Fig. 1: signal wires on met1
Cells faint in the background.
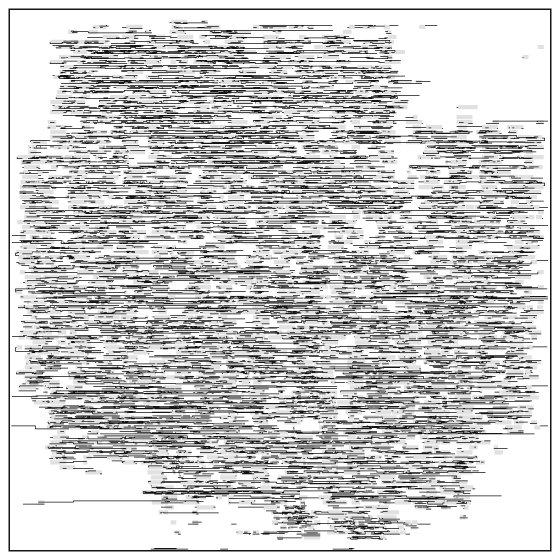
Fig. 2: met2 routing
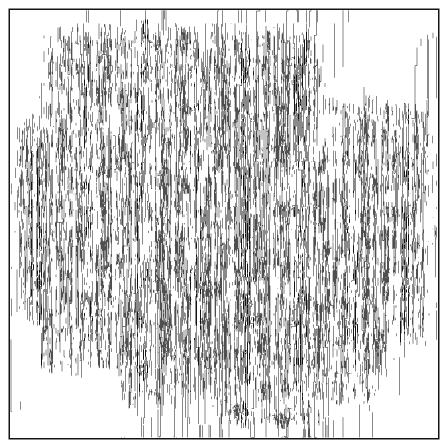
Fig. 3: metal 4
Cells faint in the background.
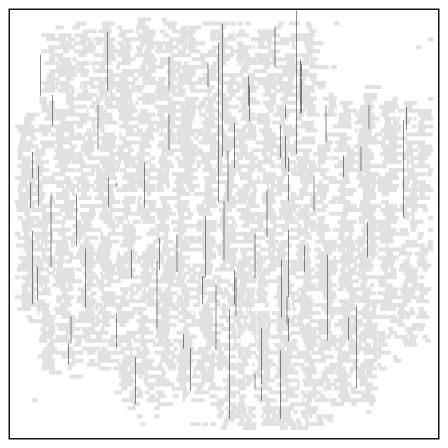
===== src/rtl/wb_commit_trace.sv =====
// rtl/wb_commit_trace.sv - write-back commit trace FIFO with cycle stamps, FWFT read port and drop accounting.
// Optional build macro: WB_TRACE_DEDUP_EN suppresses a commit identical to the last captured one.
`timescale 1ns/1ps
module wb_commit_trace #(
  parameter int DEPTH   = 16,
  parameter int STAMP_W = 16
) (
  input  logic                     clk,
  input  logic                     rst,
  input  logic                     wen_WB,
  input  logic [4:0]               waddr_MEM_WB,
  input  logic [31:0]              wdata_WB,
  input  logic                     rd_ready,
  output logic                     rd_valid,
  output logic [4:0]               rd_waddr,
  output logic [31:0]              rd_wdata,
  output logic [STAMP_W-1:0]       rd_stamp,
  output logic [$clog2(DEPTH):0]   count,
  output logic                     overflow,
  output logic [7:0]               dropped_cnt
);

  localparam int AW = $clog2(DEPTH);
  localparam int CW = AW + 1;

  typedef struct packed {
    logic [4:0]         waddr;
    logic [31:0]        wdata;
    logic [STAMP_W-1:0] stamp;
  } entry_t;

  entry_t             mem_q [DEPTH];
  entry_t             mem_d [DEPTH];
  logic [AW-1:0]      wr_ptr_q, wr_ptr_d;
  logic [AW-1:0]      rd_ptr_q, rd_ptr_d;
  logic [CW-1:0]      count_q, count_d;
  logic [STAMP_W-1:0] stamp_q, stamp_d;
  logic               overflow_q, overflow_d;
  logic [7:0]         dropped_q, dropped_d;

  logic   full, empty, qualify, push_req, pop, push_ok, drop;
  entry_t head;

`ifdef WB_TRACE_DEDUP_EN
  logic        last_valid_q, last_valid_d;
  logic [4:0]  last_waddr_q, last_waddr_d;
  logic [31:0] last_wdata_q, last_wdata_d;
  logic        dup;
`endif

  always_comb begin
    full    = (count_q == CW'(DEPTH));
    empty   = (count_q == '0);
    qualify = wen_WB && (waddr_MEM_WB != 5'd0);
`ifdef WB_TRACE_DEDUP_EN
    // Compared against the last stored entry even if it has already been drained.
    dup      = last_valid_q && (last_waddr_q == waddr_MEM_WB) && (last_wdata_q == wdata_WB);
    push_req = qualify && !dup;
`else
    push_req = qualify;
`endif
    pop     = !empty && rd_ready;
    // A full FIFO still accepts a commit when the head leaves in the same cycle.
    push_ok = push_req && (!full || pop);
    drop    = push_req && full && !pop;
  end

  always_comb begin
    mem_d      = mem_q;
    wr_ptr_d   = wr_ptr_q;
    rd_ptr_d   = rd_ptr_q;
    count_d    = count_q;
    stamp_d    = stamp_q + STAMP_W'(1);
    overflow_d = overflow_q | drop;
    dropped_d  = dropped_q;
    if (push_ok) begin
      mem_d[wr_ptr_q] = '{waddr: waddr_MEM_WB, wdata: wdata_WB, stamp: stamp_q};
      wr_ptr_d        = wr_ptr_q + AW'(1);
    end
    if (pop) begin
      rd_ptr_d = rd_ptr_q + AW'(1);
    end
    case ({push_ok, pop})
      2'b10:   count_d = count_q + CW'(1);
      2'b01:   count_d = count_q - CW'(1);
      default: count_d = count_q;
    endcase
    if (drop && (dropped_q != 8'hFF)) begin
      dropped_d = dropped_q + 8'd1;
    end
  end

`ifdef WB_TRACE_DEDUP_EN
  always_comb begin
    last_valid_d = last_valid_q;
    last_waddr_d = last_waddr_q;
    last_wdata_d = last_wdata_q;
    if (push_ok) begin
      last_valid_d = 1'b1;
      last_waddr_d = waddr_MEM_WB;
      last_wdata_d = wdata_WB;
    end
  end

  always_ff @(posedge clk or posedge rst) begin
    if (rst) begin
      last_valid_q <= 1'b0;
      last_waddr_q <= '0;
      last_wdata_q <= '0;
    end else begin
      last_valid_q <= last_valid_d;
      last_waddr_q <= last_waddr_d;
      last_wdata_q <= last_wdata_d;
    end
  end
`endif

  always_ff @(posedge clk or posedge rst) begin
    if (rst) begin
      for (int i = 0; i < DEPTH; i++) begin
        mem_q[i] <= '0;
      end
      wr_ptr_q   <= '0;
      rd_ptr_q   <= '0;
      count_q    <= '0;
      stamp_q    <= '0;
      overflow_q <= 1'b0;
      dropped_q  <= '0;
    end else begin
      mem_q      <= mem_d;
      wr_ptr_q   <= wr_ptr_d;
      rd_ptr_q   <= rd_ptr_d;
      count_q    <= count_d;
      stamp_q    <= stamp_d;
      overflow_q <= overflow_d;
      dropped_q  <= dropped_d;
    end
  end

  // First-word-fall-through head, forced to zero while empty.
  always_comb begin
    head     = mem_q[rd_ptr_q];
    rd_valid = !empty;
    rd_waddr = empty ? '0 : head.waddr;
    rd_wdata = empty ? '0 : head.wdata;
    rd_stamp = empty ? '0 : head.stamp;
  end

  assign count       = count_q;
  assign overflow    = overflow_q;
  assign dropped_cnt = dropped_q;

endmodule


===== config.mk =====
export PLATFORM = sky130hd
export DESIGN_NAME = wb_commit_trace
export DESIGN_NICKNAME = d
export VERILOG_FILES = /design/src/rtl/wb_commit_trace.sv
export SDC_FILE = /design/constraint.sdc
export NUM_CORES = 2
export LEC_CHECK = 0
export CORE_MARGIN = 3
export CORE_UTILIZATION = 50
export CTS_BUF_LIST = sky130_fd_sc_hd__clkbuf_8
export CTS_CLUSTER_DIAMETER = 100
export DETAILED_ROUTE_END_ITERATION = 6
export PLACE_DENSITY = 0.69
export SKIP_LAST_GASP = 1
export SLEW_MARGIN = 15
export SYNTH_ARGS = -nofsm -noshare
export SYNTH_HDL_FRONTEND = slang
export SYNTH_SLANG_ARGS = --single-unit
export TNS_END_PERCENT = 100

===== constraint.sdc =====
create_clock -name clk -period 26.6 [get_ports clk]
set_input_delay 2.66 -clock clk [delete_from_list [all_inputs] [get_ports clk]]
set_output_delay 2.66 -clock clk [all_outputs]
set_load 0.03 [all_outputs]

==> design notes <==
With the maximum level of the CTS H-tree at 4, the cell total in the yosys stat output is 2502. The first TritonRoute pass finished after 5 iterations. The worst setup path is of the flop to output pin kind. The floorplan has 104 rows. With the final sum of negative setup slack at 0 ns, the portion of the clock cycle consumed by the worst path in the final layout is 28.0%. The global placement routability congestion came out at 0.768. For reference, XOR and XNOR gates occupy 0.700% of the area reported after synthesis.

The number of endpoints failing setup at the final stage is 0, and the overall power consumption is 5.69 mW. In this run the register-to-register setup slack is 22.20 ns. The run gives 53400 µm for the estimated wirelength of the detail-placed design. The logs give 23.94 ns for the data required time at the worst endpoint and 0 for the number of max-capacitance violations reported.

Kind of cell adding the most delay to the critical path: buffers and inverters. The final cell area excluding filler cells was 0.0461 mm². The logs give 4.80 ns for the endpoint arrival time on the critical path and 19.14 ns for the post-route worst setup slack. With the total grt overflow at 0, the core area is 0.0812 mm².

Setup repair after global routing left no endpoint under its margin. The run gives 2.76% for the aoi/oai-family share of the synthesized area. The commonest register cell is sky130_fd_sc_hd__dfrtp_1.

Once placement finished, the instance area stood at 0.0430 mm². Per the OpenROAD floorplan log, the area of the die is 0.0861 mm². Static leakage: 20.1 nW.

The synthesized netlist handed to floorplanning was reported with a cell count of 2502. Before CTS, the worst setup slack after placement is 19.17 ns. Per the final timing report, the hold violations number 0.

The worst setup path is captured at an output pin. Per the detail_route report, vias per standard cell equal 6.07. On the worst setup and hold paths after CTS, the clock-pin slew comes to 0.06 ns. The number of placed instances, taps included came out at 3493. The first-iteration detailed-routing DRC count was 1536; the initial antenna violation count was 5.

The shortest period the worst path allows is 7.46 ns. The number of synthesized register bits was 886; the routed wire length per instance was 27.1 µm. In the final report, the number of pins over their slew limit comes to 0. Highest cell delay on the worst timing path: 1.03 ns. The run finished with clean final reports. The number of warning messages in the yosys log was 0.

The run gives 159000 µm for the global-route wire length before repair. From left edge to right edge, the die measures 293 µm. After layout, the setup clock skew is reported as 0.0371 ns. For reference, the top logic cell family by area is multiplexers. Fmax: 134 MHz.

The final report lists a non-filler cell total of 3759. The path class of the lowest-slack min-delay path is flop to flop.
Back to the opening pictures, Fig. 1:
longest straight run = 84.2 µm
nets with wire on the layer = 2533
share of all routed wire = 44%
main direction = horizontal
wire length on this layer = 44.5 mm

Back to the opening pictures, Fig. 2:
main direction = vertical
longest straight run = 113 µm
nets with wire on the layer = 2489
wire length on this layer = 50.0 mm
number of vias after detailed routing: 22800
met2 Use GR: 39.4%
total wirelength of the detailed-routed design: 102000 µm

Back to the opening pictures, Fig. 3:
nets with wire on the layer = 34
wire length on this layer = 2230 µm

==> final cells by class <==
cell class / count / area (µm²)
Multi-Input combinational cell: 1379 / 18000
Tap cell: 1060 / 1330
Timing Repair Buffer: 160 / 1520
Sequential cell: 886 / 22200
Fill cell: 6326 / 35100
Antenna cell: 4 / 10.0
Inverter: 8 / 33.8
Clock buffer: 184 / 2530
Clock inverter: 78 / 490
==> power by group <==
part           internal (mW)  switching [mW]  total [mW]  leakage, nW
registers               1.87           0.326        2.20         11.2
clock network          0.658           0.566        1.22         1.71
logic                   1.26            1.01        2.27         7.21
total                   3.79            1.90        5.69         20.1
==> state kept, by name, summed over array words and instances (netlist names) <==
register / flops
stamp_q: 16
wr_ptr_q: 4
dropped_cnt: 8
mem_q: 848
rd_ptr_q: 4
overflow: 1
count: 5
==> final timing paths <==
kind | cells past startpoint | endpoint | start
max | 5 | rd_stamp[11] | rd_ptr_q[2]
min | 1 | overflow | overflow
max reg2reg | 12 | count[4] | count[0]
min reg2reg | 1 | overflow | overflow
max in group asynchronous | 6 | mem_q[537] | rst
min in group asynchronous | 2 | mem_q[35] | rst
==> routing by layer <==
layer / vias to the layer above / track usage, % / part of all wire [%]
li1: 9504 / - / -
met1: 12500 / 33.5 / 44
met2: 603 / 39.4 / 49
met3: 173 / 4.41 / 4.9
met4: 2 / 7.24 / 2.2
met5: - / 0 / 0.013
==> kinds of logic (layout without fill, tap and decap cells) <==
kind of cell | count (synthesis) | in the layout
AOI/OAI and AO/OA | 171 | 171
xor gates and xnor gates | 33 | 33
adders and majority gates | 10 | 10
buffers and inverters | 237 | 430
DFF | 886 | 886
muxes | 1069 | 1069
other | 0 | 4
and+or+nand+nor | 96 | 96
==> cells in the mapped netlist, drive strengths merged, types with 3 or more instances <==
cell    number  area [µm²]
dfrtp      886       22200
mux2i        8        80.1
mux2       853       10900
o21ai        3        18.8
nand3       16        80.1
and3         3        18.8
a21oi       57         285
nor4         3        18.8
and4         4        35.0
a22oi      108         811
inv          8        30.0
mux4       208        4680
clkbuf     115         432
nand2       18        67.6
ha          10         125
nor2b        9        56.3
and2         4        25.0
nand4        4        25.0
nor2         7        26.3
buf        114         798
xor2        16         140
xnor2       17         149
nor3        19         219
==> worst reg2reg max path, stage by stage (launching register included) <==
cell	delay, ns
sky130_fd_sc_hd__dfrtp_1	0.46
sky130_fd_sc_hd__nor4_1	0.70
sky130_fd_sc_hd__nor2b_4	0.26
sky130_fd_sc_hd__buf_4	0.88
sky130_fd_sc_hd__inv_1	0.25
sky130_fd_sc_hd__and2_0	0.37
sky130_fd_sc_hd__ha_1	0.38
sky130_fd_sc_hd__xor2_1	0.18
sky130_fd_sc_hd__ha_1	0.23
sky130_fd_sc_hd__and3b_1	0.16
sky130_fd_sc_hd__o21ai_0	0.16
sky130_fd_sc_hd__a21oi_1	0.10
sky130_fd_sc_hd__xor2_1	0.14
No activity file was given, so power comes from the tool's default toggle rates.
